[src/rtl/sim_run_ctrl.sv]
// Run controller for the top-level simulation harness: sequences core reset,
// counts RUN cycles and retired instructions, and ends the run with a single status.
module sim_run_ctrl #(
  parameter int unsigned RESET_CYCLES = 3,
  parameter int unsigned MAX_CYCLES   = 2000000,
  parameter int unsigned HANG_CYCLES  = 10000,
  parameter int unsigned CNT_W        = 64,
  parameter int unsigned PC_W         = 32
) (
  input  logic             clock,
  input  logic             reset,
  output logic             dut_reset,
  input  logic             commit_valid,
  input  logic [PC_W-1:0]  commit_pc,
  input  logic             halt_valid,
  input  logic [31:0]      halt_code,
  output logic             running,
  output logic             done,
  output logic             done_pulse,
  output logic [2:0]       status,
  output logic [CNT_W-1:0] cycle_cnt,
  output logic [CNT_W-1:0] inst_cnt,
  output logic [PC_W-1:0]  last_pc
);

  localparam int unsigned HOLD_W = (RESET_CYCLES > 32'd1) ? $clog2(RESET_CYCLES) : 1;
  localparam int unsigned IDLE_W = (HANG_CYCLES  > 32'd1) ? $clog2(HANG_CYCLES)  : 1;

  localparam logic [HOLD_W-1:0] HOLD_LAST = HOLD_W'(RESET_CYCLES - 32'd1);
  localparam logic [IDLE_W-1:0] IDLE_LAST = IDLE_W'(HANG_CYCLES - 32'd1);
  localparam logic [CNT_W-1:0]  CYC_LAST  = CNT_W'(MAX_CYCLES - 32'd1);

  localparam logic [2:0] ST_RUNNING = 3'd0;
  localparam logic [2:0] ST_GOOD    = 3'd1;
  localparam logic [2:0] ST_BAD     = 3'd2;
  localparam logic [2:0] ST_TIMEOUT = 3'd3;
  localparam logic [2:0] ST_HANG    = 3'd4;

  typedef enum logic [1:0] {
    S_HOLD = 2'd0,
    S_RUN  = 2'd1,
    S_DONE = 2'd2
  } state_t;

  state_t            r_state;
  logic [HOLD_W-1:0] r_hold_cnt;
  logic [IDLE_W-1:0] r_idle_cnt;
  logic              r_dut_reset;
  logic              r_running;
  logic              r_done;
  logic              r_done_pulse;
  logic [2:0]        r_status;
  logic [CNT_W-1:0]  r_cycle_cnt;
  logic [CNT_W-1:0]  r_inst_cnt;
  logic [PC_W-1:0]   r_last_pc;

  logic [CNT_W-1:0]  w_cycle_nxt;
  logic [CNT_W-1:0]  w_inst_nxt;
  logic              w_timeout;
  logic              w_hang;

  // Counters saturate at all-ones so a runaway run never wraps back to small values.
  assign w_cycle_nxt = (&r_cycle_cnt) ? r_cycle_cnt : r_cycle_cnt + CNT_W'(1'b1);
  assign w_inst_nxt  = (&r_inst_cnt)  ? r_inst_cnt  : r_inst_cnt  + CNT_W'(1'b1);
  assign w_timeout   = (MAX_CYCLES != 32'd0) && (r_cycle_cnt == CYC_LAST);
  assign w_hang      = (HANG_CYCLES != 32'd0) && !commit_valid && (r_idle_cnt == IDLE_LAST);

  // Run-control FSM with all outputs registered.
  always_ff @(posedge clock) begin
    if (reset) begin
      r_state      <= S_HOLD;
      r_hold_cnt   <= '0;
      r_idle_cnt   <= '0;
      r_dut_reset  <= 1'b1;
      r_running    <= 1'b0;
      r_done       <= 1'b0;
      r_done_pulse <= 1'b0;
      r_status     <= ST_RUNNING;
      r_cycle_cnt  <= '0;
      r_inst_cnt   <= '0;
      r_last_pc    <= '0;
    end else begin
      case (r_state)
        S_HOLD: begin
          r_hold_cnt <= r_hold_cnt + HOLD_W'(1'b1);
          if (r_hold_cnt == HOLD_LAST) begin
            r_state     <= S_RUN;
            r_dut_reset <= 1'b0;
            r_running   <= 1'b1;
          end else begin
            r_dut_reset <= 1'b1;
            r_running   <= 1'b0;
          end
        end
        S_RUN: begin
          r_cycle_cnt <= w_cycle_nxt;
          if (commit_valid) begin
            r_inst_cnt <= w_inst_nxt;
            r_last_pc  <= commit_pc;
            r_idle_cnt <= '0;
          end else begin
            r_idle_cnt <= r_idle_cnt + IDLE_W'(1'b1);
          end
          // Halt outranks timeout, which outranks hang.
          if (halt_valid || w_timeout || w_hang) begin
            r_state      <= S_DONE;
            r_running    <= 1'b0;
            r_done       <= 1'b1;
            r_done_pulse <= 1'b1;
            if (halt_valid) begin
              r_status <= (halt_code == 32'd0) ? ST_GOOD : ST_BAD;
            end else if (w_timeout) begin
              r_status <= ST_TIMEOUT;
            end else begin
              r_status <= ST_HANG;
            end
          end else begin
            r_running <= 1'b1;
          end
        end
        S_DONE: begin
          r_done_pulse <= 1'b0;
        end
        default: begin
          r_state      <= S_HOLD;
          r_hold_cnt   <= '0;
          r_idle_cnt   <= '0;
          r_dut_reset  <= 1'b1;
          r_running    <= 1'b0;
          r_done       <= 1'b0;
          r_done_pulse <= 1'b0;
          r_status     <= ST_RUNNING;
        end
      endcase
    end
  end

  assign dut_reset  = r_dut_reset;
  assign running    = r_running;
  assign done       = r_done;
  assign done_pulse = r_done_pulse;
  assign status     = r_status;
  assign cycle_cnt  = r_cycle_cnt;
  assign inst_cnt   = r_inst_cnt;
  assign last_pc    = r_last_pc;

endmodule
[config.mk]
export PLATFORM = sky130hd
export DESIGN_NAME = sim_run_ctrl
export DESIGN_NICKNAME = d
export VERILOG_FILES = /design/src/rtl/sim_run_ctrl.sv
export SDC_FILE = /design/constraint.sdc
export NUM_CORES = 1
export LEC_CHECK = 0
export CAP_MARGIN = 30
export CORE_MARGIN = 2
export CORE_UTILIZATION = 38
export CTS_CLUSTER_DIAMETER = 200
export DETAILED_ROUTE_END_ITERATION = 12
export PLACE_DENSITY = 0.68
export SLEW_MARGIN = 20
export SYNTH_ARGS = -nofsm -noshare
export SYNTH_HDL_FRONTEND = slang
export SYNTH_SLANG_ARGS = --single-unit
[constraint.sdc]
create_clock -name clock -period 4.59 [get_ports clock]
set_input_delay 0.6885 -clock clock [delete_from_list [all_inputs] [get_ports clock]]
set_output_delay 0.6885 -clock clock [all_outputs]
set_load 0.01 [all_outputs]
==> images/clocks.png <==
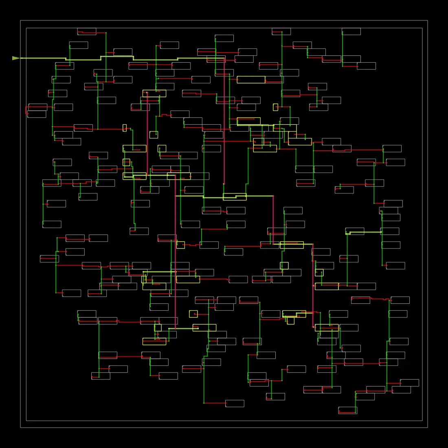
worst-case clock skew: 0.0166 ns
clk_lat worst skew: 0.44 ns
registers: 185

==> images/wires.png <==
Scale bar: 50 um. Two of the layers only.
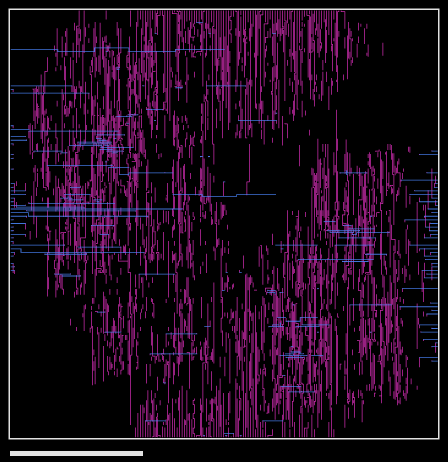
| layer | colour | wire length |
|---|---|---|
| metal 3 | blue | 1400 um |
| metal 2 | magenta | 13200 um |
WL/cell: 16.3 um
Total Wirelength: 27500 um

==> images/clk_routes.png <==
Scale bar: 50 um.
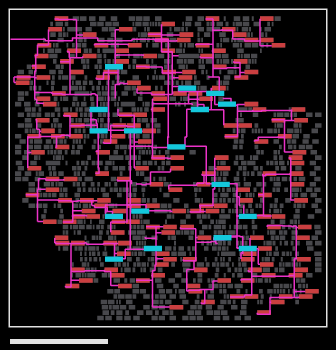
[clock wires] magenta | length: 2360 um
[flip-flops] red | count: 185
[clock drivers] cyan | count: 17
flops lie: spread over the die
P_clk: 0.00144 W
Clk pwr share: 39.7%

==> impl_metrics.tcl <==
# implementation run metrics
set metrics [dict create \
    status "complete, no violations" \
    grt-ovfl-total 0 \
    core_area_um2 24200 \
    ir_drop_uv 183 \
    intPower_w 0.00265 \
    hold_class "flop to flop" \
    dr.pass1.iters 5 \
    ant_nets 0 \
    portBuffers 234 \
    hpwl_um 19900 \
    syn_avg_cell_area_um2 8.20 \
    ys_area_um2 9340 \
    top_area_cell "dfxtp_1" \
    top_cell "dfxtp_1" \
    end_kind "flop" \
    pwr-share-comb_pct 13.4 \
    antenna_found_initial 0 \
    swShare_pct 27.0 \
    path_max_fanout 17 \
    p_total_w 0.00363 \
    top_cells_by_area "dfxtp_1, a21oi_1, nand2_1" \
    place_congestion 0.856 \
    simple_gate_share_pct 35.2 \
    use_met1_pct 26.5 \
    clk_pin_slew_ns 0.07 \
    cp-startpoint "r_state[1]" \
    ys_cells 1139 \
    async_reset_ff_share_pct 0 \
    hold_viol 0 \
]
-- power groups by stage --
stage	Clock (W)	Combinational (W)	Sequential [W]
global placement	0	0.000484	0.00174
global route	0.00154	0.000536	0.00171
CTS	0.00147	0.000490	0.00170
floorplan	0	0.000251	0.00176
detailed placement	0	0.000489	0.00174
finish	0.00144	0.000486	0.00170
-- flip-flops by register name, indices dropped and copies added (netlist names), 2 cells and up --
signal	cells
cycle_cnt	64
inst_cnt	64
last_pc	32
r_idle_cnt	14
status	3
r_hold_cnt	2
r_state	2
-- critical path, stage by stage (launching register included) --
cell and delay, ns:
dfxtp_1 0.32, inv_1 0.08, ha_1 0.56, nand4_1 0.31, nor2_1 0.22, nand2_1 0.10
or3_1 0.57, or4_1 0.55, a21oi_1 0.17
No activity file was given, so power comes from the tool's default toggle rates.
